Run 1, routed clock nets over the placement:
The bar under the picture is 20 um long.
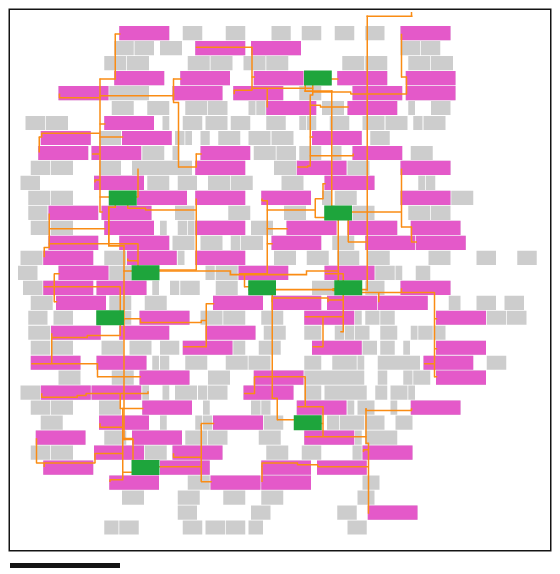
Run 1, signal wires by layer:
The bar under the picture is 20 um long.
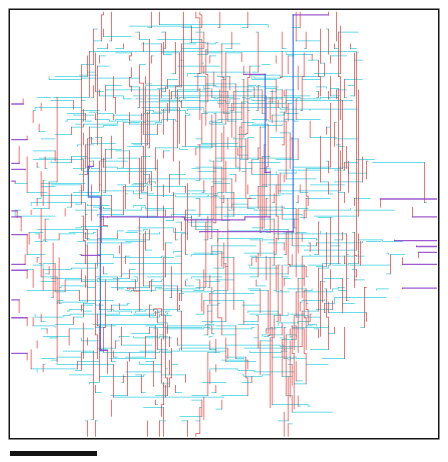
Run 1, sequential cells colored by netlist name:
Other sequential cells in the stronger gray, the rest of the logic in the fainter gray.
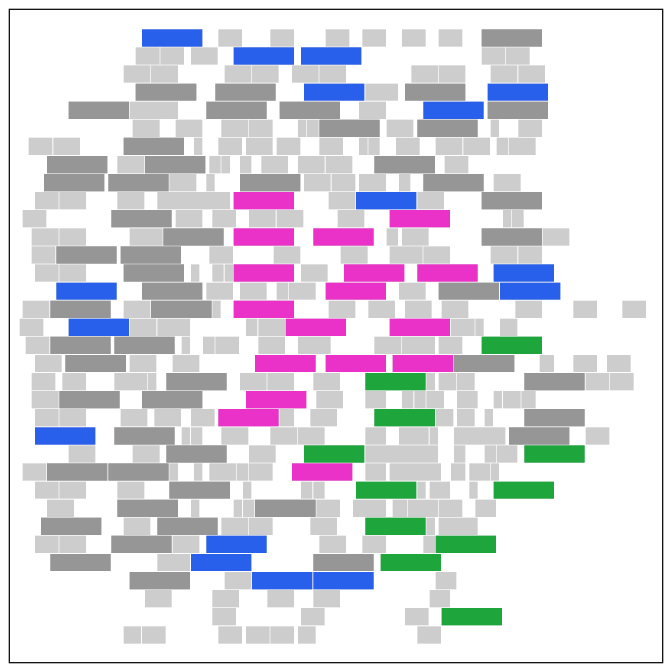
==> config.mk <==
export PLATFORM = sky130hd
export DESIGN_NAME = i2s_codec_tx
export DESIGN_NICKNAME = d
export VERILOG_FILES = /design/src/rtl/i2s_codec_tx.sv
export SDC_FILE = /design/constraint.sdc
export NUM_CORES = 1
export LEC_CHECK = 0
export CAP_MARGIN = 0
export CORE_UTILIZATION = 45
export DETAILED_ROUTE_END_ITERATION = 8
export GPL_ROUTABILITY_DRIVEN = 0
export PLACE_DENSITY = 0.75
export SYNTH_ARGS = -nofsm -noshare
export SYNTH_HDL_FRONTEND = slang
export SYNTH_SLANG_ARGS = --single-unit
export TNS_END_PERCENT = 10
==> constraint.sdc <==
create_clock -name clk -period 2.85 [get_ports clk]
set_input_delay 0.285 -clock clk [delete_from_list [all_inputs] [get_ports clk]]
set_output_delay 0.285 -clock clk [all_outputs]
set_load 0.03 [all_outputs]
==> src/rtl/i2s_codec_tx.sv <==
// I2S transmitter for the CS4272: derives MCLK/SCLK/LRCLK/RSTn from an 11-bit counter and shifts the pair out.
// Latency: a pair written before a frame starts is sent in that frame; the producer is never stalled, and underrun repeats the last pair.
module i2s_codec_tx #(
    parameter int DATA_W = 16
) (
    input  logic              clk,
    input  logic              RST_n,
    input  logic [DATA_W-1:0] lft_in,
    input  logic [DATA_W-1:0] rht_in,
    input  logic              wrt,
    output logic              sample_req,
    output logic              undr,
    output logic              MCLK,
    output logic              SCLK,
    output logic              LRCLK,
    output logic              RSTn,
    output logic              SDin
);

    localparam int PAD = 31 - DATA_W;

    logic [10:0]       cnt_q, cnt_d;
    logic              rstn_q, rstn_d;
    logic              pend_vld_q, pend_vld_d;
    logic [DATA_W-1:0] pend_l_q, pend_l_d, pend_r_q, pend_r_d;
    logic [DATA_W-1:0] act_l_q, act_l_d, act_r_q, act_r_d;
    logic [31:0]       shreg_q, shreg_d;
    logic              sample_req_q, sample_req_d;
    logic              undr_q, undr_d;

    logic sfall, ld_l, ld_r;

    assign sfall = (cnt_q[4:0] == 5'h1F);
    assign ld_l  = (cnt_q == 11'h7FF);
    assign ld_r  = (cnt_q == 11'h3FF);

    always_comb begin
        cnt_d        = cnt_q + 11'd1;
        rstn_d       = rstn_q | ld_l;
        pend_l_d     = pend_l_q;
        pend_r_d     = pend_r_q;
        act_l_d      = act_l_q;
        act_r_d      = act_r_q;
        shreg_d      = shreg_q;
        pend_vld_d   = wrt | (pend_vld_q & ~ld_l);
        sample_req_d = ld_l;
        undr_d       = ld_l & ~pend_vld_q;

        if (wrt) begin
            pend_l_d = lft_in;
            pend_r_d = rht_in;
        end

        // Leading zero in each load provides the one-SCLK I2S delay.
        if (ld_l) begin
            if (pend_vld_q) begin
                act_l_d = pend_l_q;
                act_r_d = pend_r_q;
                shreg_d = {1'b0, pend_l_q, {PAD{1'b0}}};
            end else begin
                shreg_d = {1'b0, act_l_q, {PAD{1'b0}}};
            end
        end else if (ld_r) begin
            shreg_d = {1'b0, act_r_q, {PAD{1'b0}}};
        end else if (sfall) begin
            shreg_d = {shreg_q[30:0], 1'b0};
        end
    end

    always_ff @(posedge clk or negedge RST_n) begin
        if (!RST_n) begin
            cnt_q        <= '0;
            rstn_q       <= 1'b0;
            pend_vld_q   <= 1'b0;
            pend_l_q     <= '0;
            pend_r_q     <= '0;
            act_l_q      <= '0;
            act_r_q      <= '0;
            shreg_q      <= '0;
            sample_req_q <= 1'b0;
            undr_q       <= 1'b0;
        end else begin
            cnt_q        <= cnt_d;
            rstn_q       <= rstn_d;
            pend_vld_q   <= pend_vld_d;
            pend_l_q     <= pend_l_d;
            pend_r_q     <= pend_r_d;
            act_l_q      <= act_l_d;
            act_r_q      <= act_r_d;
            shreg_q      <= shreg_d;
            sample_req_q <= sample_req_d;
            undr_q       <= undr_d;
        end
    end

    assign MCLK       = cnt_q[1];
    assign SCLK       = cnt_q[4];
    assign LRCLK      = cnt_q[10];
    assign RSTn       = rstn_q;
    assign SDin       = shreg_q[31] & rstn_q;
    assign sample_req = sample_req_q;
    assign undr       = undr_q;

endmodule

==> impl_metrics.toml, run 1 <==
# yosys + openroad results
[synth]
synthFlopType = "dfrtp_1"
async_reset_ff_share_pct = 100
post-synth-top-area-fraction_pct = 57.9
topCellsByArea = "dfrtp_1 (58%), mux2_2 (25%), mux2i_1 (4.1%)"
syn-cell-area_mm2 = 0.00415
syn-num-nets = 328
post_synth_edffs = 0
synth.yosys.chip_area_mm2 = 0.00415

[clock_network]
postCtsSetupRepairBufs = 0
clkTransAtPathRegs_ns = 0.09
maximum_clock_insertion_buffer_count = 2

[routing]
routed_wirelength_mm = 6.59
drcViolationCount = 0

[layout]
non_clock_inverter_count = 4
layout-drive-gt1-share_pct = 35.7
n_fill_cell = 716
multiInputCombCellCount = 175
non_clock_buffer_area_fraction_after_layout_pct = 9.86
largest_reg_flops = 17
mi_logic_area_mm2 = 0.00164
clkbuf_count = 11

[grt]
overflow = 0

[timing]
final_critical_path_setup_slack_ns = 0.774
worst_slew_margin_rel_pct = 49.4
post-route-period-util_pct = 72.8
max_freq_ghz = 0.482
actual_transition_at_the_worst_max_transition_pin_ns = 0.759
setup_viol = 0
fin_worst_hold_slack_ns = 0.00490
timing.final.max_slew_violations = 0

[run_status]
outcome = "complete, no violations"

[pwr]
p_per_area_mw_per_mm2 = 513
vdd.ir_drop.worst_uv = 330
power.share.switching_pct = 20.7
seq_power_share_pct = 57.4

[critical_path]
critPathKind = "reg -> reg"
cp.required_ns = 3.09
path_depth = 7
startpoint_type = "flop"
startpoint = "cnt_q[1]$_DFF_PN0_"
critical_path.reg2reg.startpoint = "cnt_q[1]$_DFF_PN0_"
path_cells = "ha_1, nand3_2, inv_1, ha_1, buf_4, mux2_2, mux2_2"
kind_of_cell_adding_the_most_delay_to_the_critical_path = "multiplexers"
crit_arrival_ns = 2.31
rr_endpoint = "shreg_q[26]$_DFFE_PN0P_"
worst-r2r-cell-count = 7

[place]
post-dp-hpwl_mm = 4.53
placedInstanceArea_mm2 = 0.00467
placedCellCount = 432

[floorplan]
die.size.y_um = 98.0
core_util_floorplan_pct = 47.1
design.die.area_mm2 = 0.00961
pin_count = 42

[worst_hold_path]
holdCritPathClass = "in -> async"
-- 'routed clock nets over the placement' (at the start) --
[clock-net drivers] green | count: 9
[clock wires] orange | length: 1,030 um
[flip-flops] magenta | count: 96
flops lie: all over the die
routed clock nets: 10
Clk network pwr share: 36.7%
worst skew pair latency: 0.35 ns
clk_skew: 0.00577 ns
Clock Power: 0.919 mW

-- 'signal wires by layer' (at the start) --
| layer | color | wire length |
|---|---|---|
| M4 | blue | 117 um |
| M1 | cyan | 3,210 um |
| M3 | purple | 167 um |
| M2 | red | 3,090 um |

-- 'sequential cells colored by netlist name' (at the start) --
| signal | color | placed flops | where |
|---|---|---|---|
| pend_l_q | blue | 16 | all over the die |
| shreg_q | magenta | 17 | center |
| cnt_q | green | 11 | south |
not colored: 52
sequential power: 1.44 mW
core utilization of the finished layout: 55.3%
flip-flop and latch area: 0.00240 mm2

-- run 1: power by group through the flow --
stage / Sequential, mW / Combinational [mW] / Clock, mW
after global placement: 1.46 / 0.147 / 0
after floorplan: 1.45 / 0.0672 / 0
after detailed placement: 1.46 / 0.152 / 0
final: 1.44 / 0.147 / 0.919
after global routing: 1.44 / 0.165 / 1.01
after CTS: 1.44 / 0.152 / 0.942
-- run 1: cells by family after synthesis --
group	after synthesis	share of synthesized area, %
fa+ha+maj	2	0.603
flops	96	57.9
simple gates	36	5.22
mux	112	29.9
xor+xnor	8	1.69
compound gates	17	2.11
buf+inv	20	2.62
-- run 1: metal layers --
metal	vias up	track usage, %	part of all wire [%]
met4	0	8.04	1.8
li1	1114	-	-
met3	8	3.15	2.5
met1	1169	21.7	49
met2	30	23.4	47
met5	-	0	0
==> run 2: changes to the inputs <==
==> constraint.sdc (replaced) <==
create_clock -name clk -period 2.2 [get_ports clk]
set_input_delay 0.22 -clock clk [delete_from_list [all_inputs] [get_ports clk]]
set_output_delay 0.22 -clock clk [all_outputs]
set_load 0.03 [all_outputs]
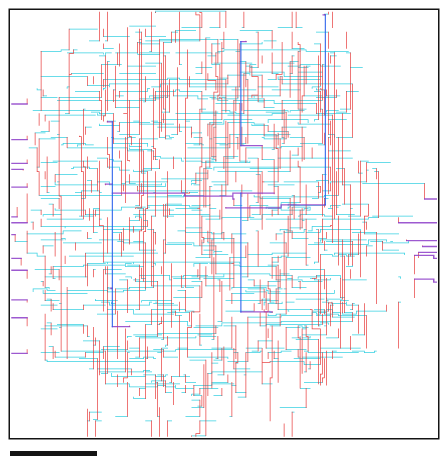
Run 2: signal wires by layer
The bar under the picture is 20 um long.
| layer | color | wire length |
|---|---|---|
| M3 | purple | 157 um |
| M2 | red | 3,120 um |
| M1 | cyan | 3,250 um |
| M4 | blue | 141 um |

==> impl_metrics.toml, run 2 <==
# yosys + openroad results
[run_status]
outcome = "finished, violations left"
failed_checks = "design-rule violations"

[pwr]
seq_power_share_pct = 59.8
power_combinational_mw = 0.193
vdd.ir_drop.worst_uv = 326
power.share.switching_pct = 21.5
power_top_consumer = "sequential cells"
power_frac_clock_pct = 34.0

[critical_path]
path_depth = 7
rr_endpoint = "shreg_q[28]$_DFFE_PN0P_"
startpoint_type = "flop"
critPathKind = "reg -> reg"
startpoint = "cnt_q[1]$_DFF_PN0_"
worst-r2r-cell-count = 7
path_cells = "ha_1, nand3_2, inv_1, ha_1, buf_12, mux2_2, mux2_2"

[timing]
max_freq_ghz = 0.499
setup_viol = 0
post-route-period-util_pct = 91.0
actual_transition_at_the_worst_max_transition_pin_ns = 0.459
worst_slew_margin_rel_pct = 69.4
timing.final.max_slew_violations = 0

[synth]
yosysCellCount = 291
syn-num-nets = 328
synthFlopType = "dfrtp_1"
post-synth-top-area-fraction_pct = 57.9
synth.yosys.chip_area_mm2 = 0.00415
post_synth_edffs = 0
post_synth_fa_ha_maj_area_fraction_pct = 0.603
async_reset_ff_share_pct = 100
ys_sh_simple_pct = 5.22
dominant_comb_cell = "multiplexers"
muxShareOfSynthArea_pct = 29.9
syn-cell-area_mm2 = 0.00415
topCellsByArea = "dfrtp_1 (58%), mux2_2 (25%), mux2i_1 (4.1%)"
synth-xor-area-share_pct = 1.69

[grt]
grt-busiest-layer = "met2"
global_route.usage.met2_pct = 23.3
grt.met3_usage_pct = 2.22

[floorplan]
die.size.y_um = 98.0
core_util_floorplan_pct = 47.1
pin_count = 42
design.die.area_mm2 = 0.00961

[clock_network]
clk-insertion-delay-late_ns = 0.35
postCtsSetupRepairBufs = 0
maximum_clock_insertion_buffer_count = 2

[layout]
layout-drive-gt1-share_pct = 36.5

[place]
placedCellCount = 434
post-dp-hpwl_mm = 4.65

[routing]
dr.max_layer_used = "met4"
met1Wirelength_mm = 3.25
detailroute.wirelength.met2_mm = 3.12
drcViolationCount = 2

[worst_hold_path]
holdCritPathClass = "in -> async"
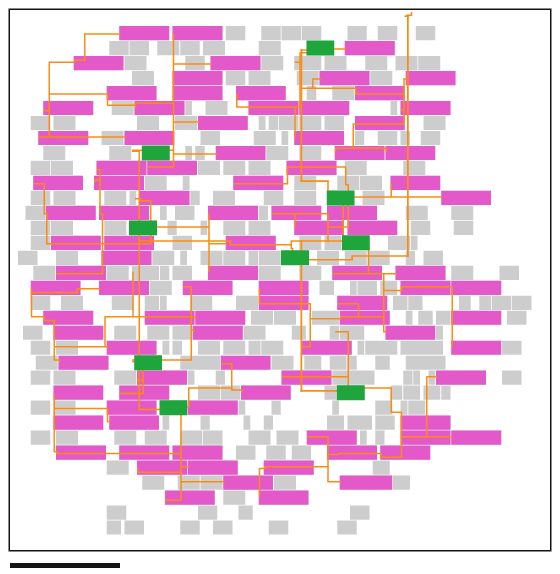
Run 2: routed clock nets over the placement
The bar under the picture is 20 um long.
[clock-net drivers] green | count: 9
[flip-flops] magenta | count: 96
[clock wires] orange | length: 1,060 um
flops lie: all over the die
routed clock nets: 10
Clock Power: 1.06 mW
clk_skew: 0.00906 ns

## run 2: area by class of cell
type,instances,area (um2)
fill,738,3910
sequential,96,2400
multi-input combinational,175,1640
timing repair buffer,52,518
clock buffer,13,169
tap,108,135
inverter,4,15.0
clock inverter,2,13.8
## run 2: through the flow
step | hold slack, ns | cell area (um2) | worst slack, ns
finish | 0.355 | 4890 | 0.198
global route | 0.408 | 4890 | 0.0660
CTS | 0.359 | 4890 | 0.177
detailed placement | 0.207 | 4700 | 0.206
global placement | 0.199 | 4700 | 0.284
floorplan | -0.0756 | 4150 | 0.0249
## run 2: worst reg2reg max path, cell delays in order, from the launching register on
cell     delay (ns)
dfrtp_2        0.39
ha_1           0.21
nand3_2        0.18
inv_1          0.13
ha_1           0.21
buf_12         0.17
mux2_2         0.35
mux2_2         0.26
==> run 3: changes to the inputs <==
--- a/config.mk
+++ b/config.mk
@@ -6,10 +6,10 @@
 export NUM_CORES = 1
 export LEC_CHECK = 0
 export CAP_MARGIN = 0
-export CORE_UTILIZATION = 45
+export CORE_UTILIZATION = 56
 export DETAILED_ROUTE_END_ITERATION = 8
 export GPL_ROUTABILITY_DRIVEN = 0
-export PLACE_DENSITY = 0.75
+export PLACE_DENSITY = 0.89
 export SYNTH_ARGS = -nofsm -noshare
 export SYNTH_HDL_FRONTEND = slang
 export SYNTH_SLANG_ARGS = --single-unit
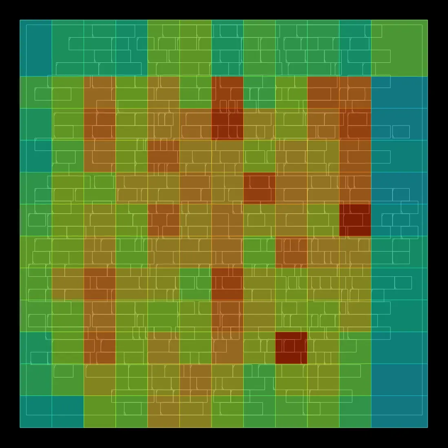
Run 3: routing congestion map
GR Layer Usage met3: 5.28%
Overall Global Routing Usage: 20.3%
average wire per cell in the routed design: 15.6 um
layer with the highest usage after global routing: met2
met1 track demand over resource: 27.4%

==> impl_metrics.toml, run 3 <==
# yosys + openroad results
[synth]
post_synth_fa_ha_maj_area_fraction_pct = 0.603
dominant_comb_cell = "multiplexers"
yosysCellCount = 291
synth-xor-area-share_pct = 1.69
synth.yosys.chip_area_mm2 = 0.00415
post_synth_edffs = 0
synth_compound_gate_area_share_pct = 2.11
ys_sh_simple_pct = 5.22
syn-num-nets = 328
synthFlopType = "dfrtp_1"
topCellsByArea = "dfrtp_1 (58%), mux2_2 (25%), mux2i_1 (4.1%)"
async_reset_ff_share_pct = 100
post-synth-top-area-fraction_pct = 57.9

[floorplan]
die.size.y_um = 88.1
design.die.area_mm2 = 0.00776
core_util_floorplan_pct = 57.5

[routing]
dr.max_layer_used = "met4"
met1Wirelength_mm = 3.21
routed_wirelength_mm = 6.90
drcViolationCount = 0
detailroute.wirelength.met2_mm = 3.40

[run_status]
outcome = "complete, no violations"

[timing]
finClkSkew_ns = 0.00855
worst_slew_margin_rel_pct = 71.3
setup_viol = 0
actual_transition_at_the_worst_max_transition_pin_ns = 0.431
timing.final.max_slew_violations = 0
max_freq_ghz = 0.493
fin_worst_hold_slack_ns = 0.348
post-route-period-util_pct = 92.2

[clock_network]
clkTransAtPathRegs_ns = 0.09
clk-insertion-delay-late_ns = 0.35

[critical_path]
critPathKind = "reg -> reg"
path_cells = "ha_1, nand3_2, inv_1, ha_1, buf_4, mux2_2, mux2_2"
kind_of_cell_adding_the_most_delay_to_the_critical_path = "multiplexers"
startpoint_type = "flop"
worst-r2r-cell-count = 7
rr_endpoint = "shreg_q[22]$_DFFE_PN0P_"

[grt]
overflow = 0
global_route.usage.met2_pct = 31.6

[pwr]
p_per_area_mw_per_mm2 = 651
vdd.ir_drop.worst_uv = 309

[layout]
layout-drive-gt1-share_pct = 36.3
finalCoreUtilization_pct = 67.9
largest_reg_flops = 17

[place]
placedCellCount = 425
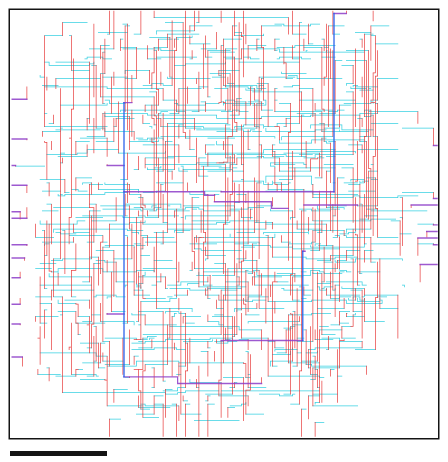
Run 3: signal wires by layer
The bar under the picture is 20 um long.
| layer | color | wire length |
|---|---|---|
| M4 | blue | 112 um |
| M2 | red | 3,400 um |
| M1 | cyan | 3,210 um |
| M3 | purple | 172 um |

run 3: cell counts after synthesis:
No cell type changed its count.
run 3: final cells by class:
cell class                 instances  area (um2)
sequential                        96        2400
fill                             526        2320
multi-input combinational        175        1640
timing repair buffer              52         518
clock buffer                      13         159
tap                               99         124
clock inverter                     2        38.8
inverter                           4        15.0
run 3: through the flow:
step	cell area, um2	worst slack, ns
after global routing	4900	0.0522
after CTS	4900	0.149
final	4900	0.171
after detailed placement	4690	0.188
after floorplan	4150	0.0249
after global placement	4690	0.254
run 3: power by group:
part           switching [mW]  internal, mW
sequential             0.0390          1.82
combinational          0.0746         0.121
clock                   0.549         0.585
total                   0.663          2.53
run 3: timing repair:
action                    CTS  global route
hold buffers                1             0
hold endpoints to repair   28             0
buffers inserted            0             0
Power and IR drop assume default switching activity.
